[src/rtl/risky_fetch.sv]
// Instruction fetch stage for the risky RV32I core: sequential PC generation,
// an in-order instruction queue toward decode, and redirect flush with stale-response dropping.
module risky_fetch #(
  parameter logic [31:0] RESET_PC = 32'h0000_0000,
  parameter int          DEPTH    = 2
) (
  input  logic        clk,
  input  logic        rst_n,
  output logic        imem_req_valid,
  input  logic        imem_req_ready,
  output logic [31:0] imem_req_addr,
  input  logic        imem_resp_valid,
  input  logic [31:0] imem_resp_data,
  input  logic        redirect_valid,
  input  logic [31:0] redirect_pc,
  output logic        inst_valid,
  input  logic        inst_ready,
  output logic [31:0] inst_data,
  output logic [31:0] inst_pc
);

  localparam int CW = $clog2(DEPTH + 1) + 1;
  localparam int PW = (DEPTH > 1) ? $clog2(DEPTH) : 1;
  typedef logic [CW-1:0] cnt_t;
  typedef logic [PW-1:0] ptr_t;

  logic [31:0] fetch_pc_q, fetch_pc_d;
  logic [31:0] resp_pc_q, resp_pc_d;
  logic [31:0] data_q [DEPTH];
  logic [31:0] data_d [DEPTH];
  logic [31:0] qpc_q [DEPTH];
  logic [31:0] qpc_d [DEPTH];
  ptr_t        rd_ptr_q, rd_ptr_d;
  cnt_t        count_q, count_d;
  cnt_t        out_q, out_d;
  cnt_t        drop_q, drop_d;

  logic        req_fire;
  logic        push;
  logic        pop;
  cnt_t        wr_sum;
  ptr_t        wr_idx;
  logic [31:0] redir_aligned;

  // Handshake decode, queue bookkeeping and next-state for every counter and PC.
  always_comb begin
    // rst_n gates the request so it drops asynchronously with the rest of the state.
    imem_req_valid = rst_n && !redirect_valid && ((out_q + count_q) < cnt_t'(DEPTH));
    imem_req_addr  = fetch_pc_q;
    inst_valid     = (count_q != cnt_t'(0));
    inst_data      = inst_valid ? data_q[rd_ptr_q] : 32'h0000_0000;
    inst_pc        = inst_valid ? qpc_q[rd_ptr_q] : 32'h0000_0000;

    req_fire      = imem_req_valid && imem_req_ready;
    pop           = inst_valid && inst_ready;
    push          = imem_resp_valid && !redirect_valid && (drop_q == cnt_t'(0));
    redir_aligned = {redirect_pc[31:2], 2'b00};

    wr_sum = cnt_t'(rd_ptr_q) + count_q;
    wr_sum = (wr_sum >= cnt_t'(DEPTH)) ? (wr_sum - cnt_t'(DEPTH)) : wr_sum;
    wr_idx = wr_sum[PW-1:0];

    fetch_pc_d = fetch_pc_q;
    resp_pc_d  = resp_pc_q;
    data_d     = data_q;
    qpc_d      = qpc_q;
    rd_ptr_d   = rd_ptr_q;
    count_d    = count_q + cnt_t'(push) - cnt_t'(pop);
    out_d      = out_q + cnt_t'(req_fire) - cnt_t'(imem_resp_valid);
    drop_d     = drop_q;

    if (req_fire) begin
      fetch_pc_d = fetch_pc_q + 32'd4;
    end else begin
      fetch_pc_d = fetch_pc_q;
    end

    if (push) begin
      data_d[wr_idx] = imem_resp_data;
      qpc_d[wr_idx]  = resp_pc_q;
      resp_pc_d      = resp_pc_q + 32'd4;
    end else begin
      resp_pc_d = resp_pc_q;
    end

    if (pop) begin
      rd_ptr_d = (rd_ptr_q == ptr_t'(DEPTH - 1)) ? ptr_t'(0) : (rd_ptr_q + ptr_t'(1));
    end else begin
      rd_ptr_d = rd_ptr_q;
    end

    // After a redirect every request still in flight is stale, including ones already
    // marked for dropping, so the drop count becomes exactly the remaining in-flight total.
    if (redirect_valid) begin
      fetch_pc_d = redir_aligned;
      resp_pc_d  = redir_aligned;
      rd_ptr_d   = ptr_t'(0);
      count_d    = cnt_t'(0);
      drop_d     = out_q - cnt_t'(imem_resp_valid);
    end else if (imem_resp_valid && (drop_q != cnt_t'(0))) begin
      drop_d = drop_q - cnt_t'(1);
    end else begin
      drop_d = drop_q;
    end
  end

  // State registers with asynchronous active-low reset.
  always_ff @(posedge clk or negedge rst_n) begin
    if (!rst_n) begin
      fetch_pc_q <= RESET_PC;
      resp_pc_q  <= RESET_PC;
      rd_ptr_q   <= ptr_t'(0);
      count_q    <= cnt_t'(0);
      out_q      <= cnt_t'(0);
      drop_q     <= cnt_t'(0);
      for (int i = 0; i < DEPTH; i++) begin
        data_q[i] <= 32'h0000_0000;
        qpc_q[i]  <= 32'h0000_0000;
      end
    end else begin
      fetch_pc_q <= fetch_pc_d;
      resp_pc_q  <= resp_pc_d;
      rd_ptr_q   <= rd_ptr_d;
      count_q    <= count_d;
      out_q      <= out_d;
      drop_q     <= drop_d;
      data_q     <= data_d;
      qpc_q      <= qpc_d;
    end
  end

endmodule

[config.mk]
export PLATFORM = sky130hd
export DESIGN_NAME = risky_fetch
export DESIGN_NICKNAME = d
export VERILOG_FILES = /design/src/rtl/risky_fetch.sv
export SDC_FILE = /design/constraint.sdc
export NUM_CORES = 1
export LEC_CHECK = 0
export CORE_MARGIN = 4
export CORE_UTILIZATION = 58
export CTS_CLUSTER_SIZE = 25
export DETAILED_ROUTE_END_ITERATION = 8
export GPL_TIMING_DRIVEN = 1
export PLACE_DENSITY = 0.84
export SLEW_MARGIN = 0
export SYNTH_ARGS = -nofsm -noshare
export SYNTH_HDL_FRONTEND = slang
export SYNTH_SLANG_ARGS = --single-unit
[constraint.sdc]
create_clock -name clk -period 4.33 [get_ports clk]
set_input_delay 0.866 -clock clk [delete_from_list [all_inputs] [get_ports clk]]
set_output_delay 0.866 -clock clk [all_outputs]
set_load 0.005 [all_outputs]
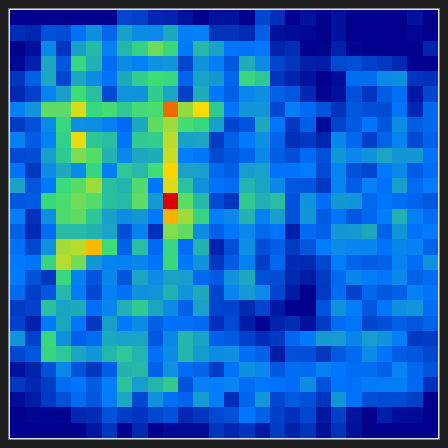
Figure 1: run 1, wire density map.
The die is cut into 28 by 28 equal tiles; dark blue is low, red is high, scaled to the fullest tile. Values are wire area over tile area, all layers added.
The emptiest ninth of the die: upper right. The densest ninth of the die: middle left. 5.6% of the tiles are over half the peak.
number of vias in the routed layout: 7365
final WL: 22.34 mm

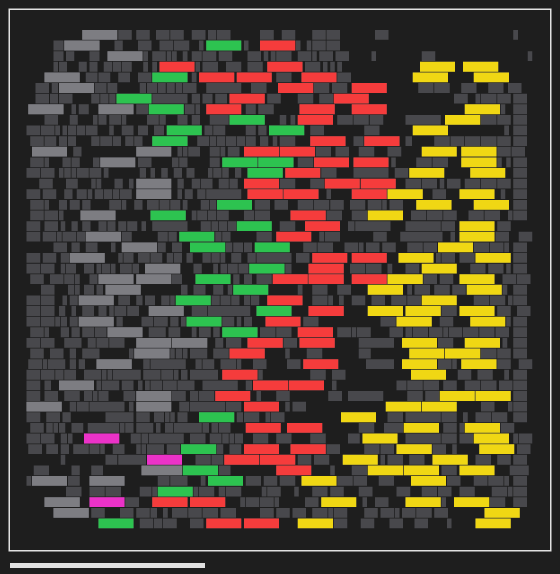
Figure 2: run 1, register map, names as in the netlist.
Scale bar: 50 µm. Other sequential cells in the stronger gray, the rest of the logic in the fainter gray.
Green shows resp_pc_q, placed flops 30. Yellow shows data_q, placed flops 64, where a column on the right. Red shows qpc_q, placed flops 60. Magenta shows count_q, placed flops 3.
area taken by flip-flops and latches: 4858 µm²
Final Core Density: 73.40%
sequential power: 2.90 mW
proportion of cell area occupied by registers: 39.92%

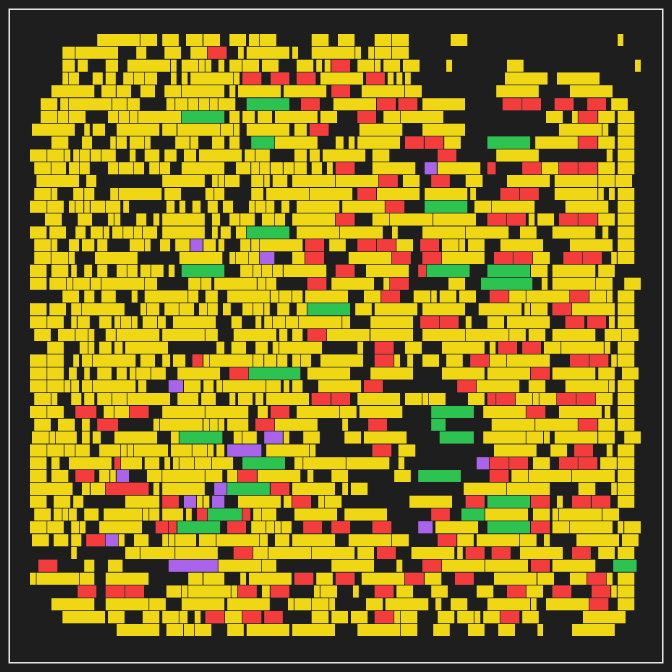
Figure 3: run 1, drive-strength map.
Purple shows drive 3 to 4, cells 14, share 1.4%, most used buf_4. Yellow shows drive 1 or less, cells 837, share 82%, most used dfrtp_1. Red shows drive 2, cells 145, share 14%, most used mux2_2. Green shows drive 6 and up, cells 25, share 2.4%, most used clkbuf_16.
area added between synthesis and finish: 23.62%
number of signal-net buffers in the layout: 169
worst setup slack after layout: 1.026 ns

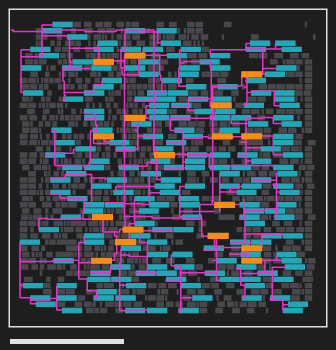
Figure 4: run 1, clock network drawn from the DEF.
Scale bar: 50 µm.
Cyan shows flip-flops, count 194. Magenta shows clock wires, length 2170 µm. Orange shows cells driving clock nets, count 17.
There are 18 routed clock nets.
Clk Latency, worst-skew pair: 0.43 ns
Fin Clk Skew: 0.01412 ns
part of the power in the clock network: 21.5%
power in the clock group: 1.56 mW

==> flow_metrics.py, run 1 <==
# Generated from Yosys and OpenROAD reports
metrics = {
    "outcome": {
        "status": "completed",
    },
    "pwr": {
        "ir_drop_uv": 453.5,
        "power.leakage_nw": 5.134,
    },
    "worst_hold_path": {
        "hold_class": "in -> async",
    },
    "sta": {
        "final_hold_viol_count": 0,
        "timing.setup.tns_ns": 0,
        "drv_slew": 0,
        "achievable-frequency_mhz": 302.6,
        "worst_pin_slew_ns": 1.018,
        "finalSetupViolations": 0,
        "period_used_pct": 76.31,
    },
    "logic_synthesis": {
        "syn-cell-area_um2": 9846,
        "yosys-top-cells-count": "194 x dfrtp_1, 132 x mux2_2, 98 x nor2_1",
        "cells_yosys": 878,
        "synth_cell_types": 48,
        "top_cell": "dfrtp_1",
        "ff_type": "dfrtp_1",
        "postSynthSeqShare_pct": 49.31,
        "netlist.area_leader.share_pct": 49.31,
        "postSynthRegisterBits": 194,
        "yosysTopAreaCell": "dfrtp_1",
        "syn-mean-instance-area_um2": 11.21,
    },
    "critical_path": {
        "criticalPathCategory": "reg -> out",
        "critical_path.reg2reg.startpoint": "count_q[1]$_DFF_PN0_",
        "worst_ep_required_time_ns": 3.46,
        "rr_endpoint": "out_q[2]$_DFF_PN0_",
        "ff2ff_setup_slack_ns": 1.44,
        "endpoint_kind": "output port",
        "crit_fanout": 37,
        "worstSetupStartpoint": "rd_ptr_q$_DFFE_PN0P_",
    },
    "drt": {
        "route.met2.wl_mm": 10.54,
        "post_drt_wl_per_cell_um": 18.00,
        "detail_route.wirelength.met1_mm": 10.27,
        "dr.pass1.iters": 5,
        "postRouteAntennaNets": 0,
    },
    "floorplanning": {
        "die_w_um": 138.3,
        "boundaryPins": 168,
        "core_util_floorplan_pct": 59.37,
    },
    "final_layout": {
        "drive_gt1_share_pct": 18.02,
        "highest_count_cells_in_the_layout_ignoring_fill_and_taps": "193 x dfrtp_1, 160 x clkdlybuf4s50_1, 132 x mux2_2",
        "nets_final": 1091,
    },
    "clock_tree": {
        "tritoncts.num_buffers": 17,
        "cts_repair_resize_count": 0,
        "cts_hold_repair.buffers": 0,
        "cts_tree": "done",
    },
    "placement": {
        "io_buffer_count": 161,
        "hpwlAfterDp_mm": 14.96,
    },
    "global_routing": {
        "grtUsageMet2_pct": 37.36,
        "grt_remaining_overflow": 0,
    },
    "flow_run": {
        "warnings": 29,
    },
}
run 1: through the flow:
stage / hold slack [ns] / instance area [µm²] / std cells / setup slack [ns] / total power [mW]
finish: 0.4102 / 12170 / 1241 / 1.026 / 7.252
floorplan: 0.4492 / 9857 / 881 / 1.358 / 4.471
detailed placement: 0.4759 / 11580 / 1209 / 1.107 / 5.742
CTS: 0.4179 / 12170 / 1241 / 0.9994 / 7.323
global route: 0.4415 / 12170 / 1241 / 0.9122 / 7.714
global placement: 0.4616 / 11580 / 1209 / 1.128 / 5.649
run 1: sequential cells by signal, indices dropped and copies added, names as in the netlist:
| register | flops |
|---|---|
| data_q | 64 |
| qpc_q | 60 |
| imem_req_addr | 30 |
| resp_pc_q | 30 |
| count_q | 3 |
| drop_q | 3 |
| out_q | 3 |
| rd_ptr_q | 1 |
run 1: report_power, final:
part | internal (mW) | switching, mW
Clock | 0.880 | 0.678
Sequential | 2.44 | 0.464
Combinational | 1.65 | 1.14
run 1: final cells by class:
type	count	share of cell area [%]
repair buffers	169	13.97
flip-flops and latches	194	39.92
inverters	20	0.6168
multi-input cells	606	38.40
well taps	220	2.262
clock buffers	19	3.721
clock inverters	13	1.110
run 1: critical path, cell delays in order (launching register included):
cell             delay, ns
dfrtp_4               0.89
buf_12                0.30
mux2i_1               0.22
nor2_1                0.07
clkdlybuf4s50_1       0.48
run 1: cells by family after synthesis:
logic type | count (synthesis) | share of synthesized area (%)
compound gates | 81 | 5.592
simple gates | 286 | 15.53
buf+inv | 81 | 3.419
xor+xnor | 25 | 2.529
other cells | 1 | 0.03809
flops | 194 | 49.31
fa+ha+maj | 13 | 1.881
mux | 197 | 21.71
==> run 1 -> run 2 <==
--- a/config.mk
+++ b/config.mk
@@ -6,11 +6,11 @@
 export NUM_CORES = 1
 export LEC_CHECK = 0
 export CORE_MARGIN = 4
-export CORE_UTILIZATION = 58
+export CORE_UTILIZATION = 54
 export CTS_CLUSTER_SIZE = 25
 export DETAILED_ROUTE_END_ITERATION = 8
 export GPL_TIMING_DRIVEN = 1
-export PLACE_DENSITY = 0.84
+export PLACE_DENSITY = 0.79
 export SLEW_MARGIN = 0
 export SYNTH_ARGS = -nofsm -noshare
 export SYNTH_HDL_FRONTEND = slang
==> constraint.sdc (replaced) <==
create_clock -name clk -period 3.07 [get_ports clk]
set_input_delay 0.614 -clock clk [delete_from_list [all_inputs] [get_ports clk]]
set_output_delay 0.614 -clock clk [all_outputs]
set_load 0.005 [all_outputs]
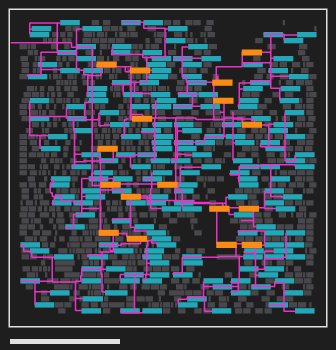
Figure 5: run 2, clock network drawn from the DEF.
Scale bar: 50 µm.
Orange shows cells driving clock nets, count 17. Cyan shows flip-flops, count 194. Magenta shows clock wires, length 2180 µm.
Position of the flops: all over the die.
Fin Clk Skew: 0.01345 ns
power in the clock group: 2.23 mW
part of the power in the clock network: 21.6%

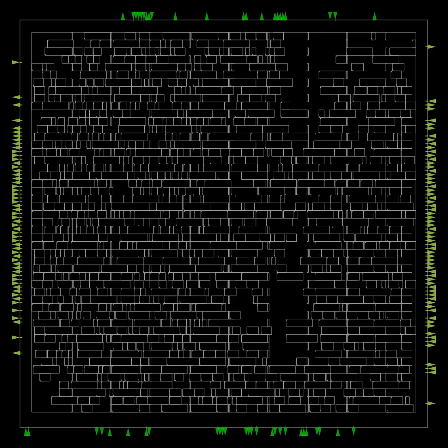
Figure 6: run 2, placed standard cells.
Non-Filler Instances: 1256
proportion of cell area occupied by registers: 39.59%
row count: 49
number of filler instances in the final layout: 1388

==> run 2 against run 1 <==
Via count up 0.45%. Final cell count is 1.2% higher. Total power is 43% higher. Area after synthesis did not move. Register-to-register slack lost 1.1 ns. Clock power up 43%.
==> flow_metrics.py, run 2 <==
# Generated from Yosys and OpenROAD reports
metrics = {
    "logic_synthesis": {
        "syn-cell-area_um2": 9846,
        "yosys-top-cells-count": "194 x dfrtp_1, 132 x mux2_2, 98 x nor2_1",
        "synth_cell_types": 48,
        "top_cell": "dfrtp_1",
        "ff_type": "dfrtp_1",
    },
    "floorplanning": {
        "die_w_um": 143.0,
        "core_util_floorplan_pct": 54.81,
    },
    "drt": {
        "dr.pass1.iters": 5,
    },
    "final_layout": {
        "register_area_um2": 4860,
        "clk_share_pct": 4.801,
        "max_flop_register": "data_q",
        "nets_final": 1097,
        "flops": 194,
        "post-route-util_pct": 68.34,
    },
    "sta": {
        "final_hold_viol_count": 0,
        "finalSetupViolations": 0,
        "period_used_pct": 95.55,
        "timing.setup.tns_ns": 0,
    },
    "critical_path": {
        "critical_path.max_stage_delay_ns": 0.52,
        "worstSetupStartpoint": "count_q[1]$_DFF_PN0_",
        "ff2ff_setup_slack_ns": 0.35,
    },
    "placement": {
        "placed_area_um2": 11670,
    },
    "worst_hold_path": {
        "hold_class": "reg -> reg",
    },
    "clock_tree": {
        "tritoncts.num_buffers": 17,
    },
    "outcome": {
        "status": "completed",
    },
}
-- run 2: worst max path at each step --
stage / to / slack, ns / depth (start not counted)
4_1_cts: imem_req_valid / 0.009 / 5
3_5_place_dp: resp_pc_q[25]$_DFFE_PN0N_ / 0.29 / 5
5_1_grt: imem_req_valid / 0.02 / 5
3_3_place_gp: count_q[2]$_DFF_PN0_ / 0.31 / 11
2_1_floorplan: out_q[2]$_DFF_PN0_ / 0.35 / 12
6_report: imem_req_valid / 0.14 / 5
-- run 2: power groups by stage --
stage	sequential, mW	combinational (mW)	clock (mW)
global placement	4.00	4.03	0
detailed placement	4.06	4.13	0
finish	4.02	4.08	2.23
CTS	4.02	4.15	2.29
floorplan	3.85	2.46	0
global route	4.13	4.51	2.41
-- run 2: worst reg2reg max path, cell delays in order, from the launching register on --
cell and delay (ns):
dfrtp_2 0.42, inv_1 0.08, fa_1 0.45, xnor3_1 0.25, nor2_1 0.19, nand2_1 0.08
ha_1 0.27, inv_1 0.05, ha_1 0.12, inv_1 0.05, fa_1 0.37, xnor2_1 0.15
xnor2_1 0.12
-- run 2: timing repair --
item                                   4_1_cts  5_1_grt
hold buffers                                 1        0
buffers inserted                             0        0
endpoints found under the hold margin        3        0
resized                                      0        2
setup endpoints to repair                    0        1
-- run 2: cells by family after synthesis --
logic type | Yosys count | synth area share (%)
buf+inv | 81 | 3.419
compound gates | 81 | 5.592
xor+xnor | 25 | 2.529
simple gates | 286 | 15.53
mux | 197 | 21.71
flops | 194 | 49.31
fa+ha+maj | 13 | 1.881
other cells | 1 | 0.03809
-- run 2: layer usage --
layer | global-route usage [%] | share of wire [%] | up-vias
li1 | - | - | 3448
met1 | 31.82 | 46 | 3698
met2 | 37.96 | 47 | 231
met3 | 4.923 | 6.0 | 21
met4 | 6.603 | 1.2 | 0
met5 | 0 | 0 | -
Power figures rest on the tool's default switching activity, not on a simulated workload.
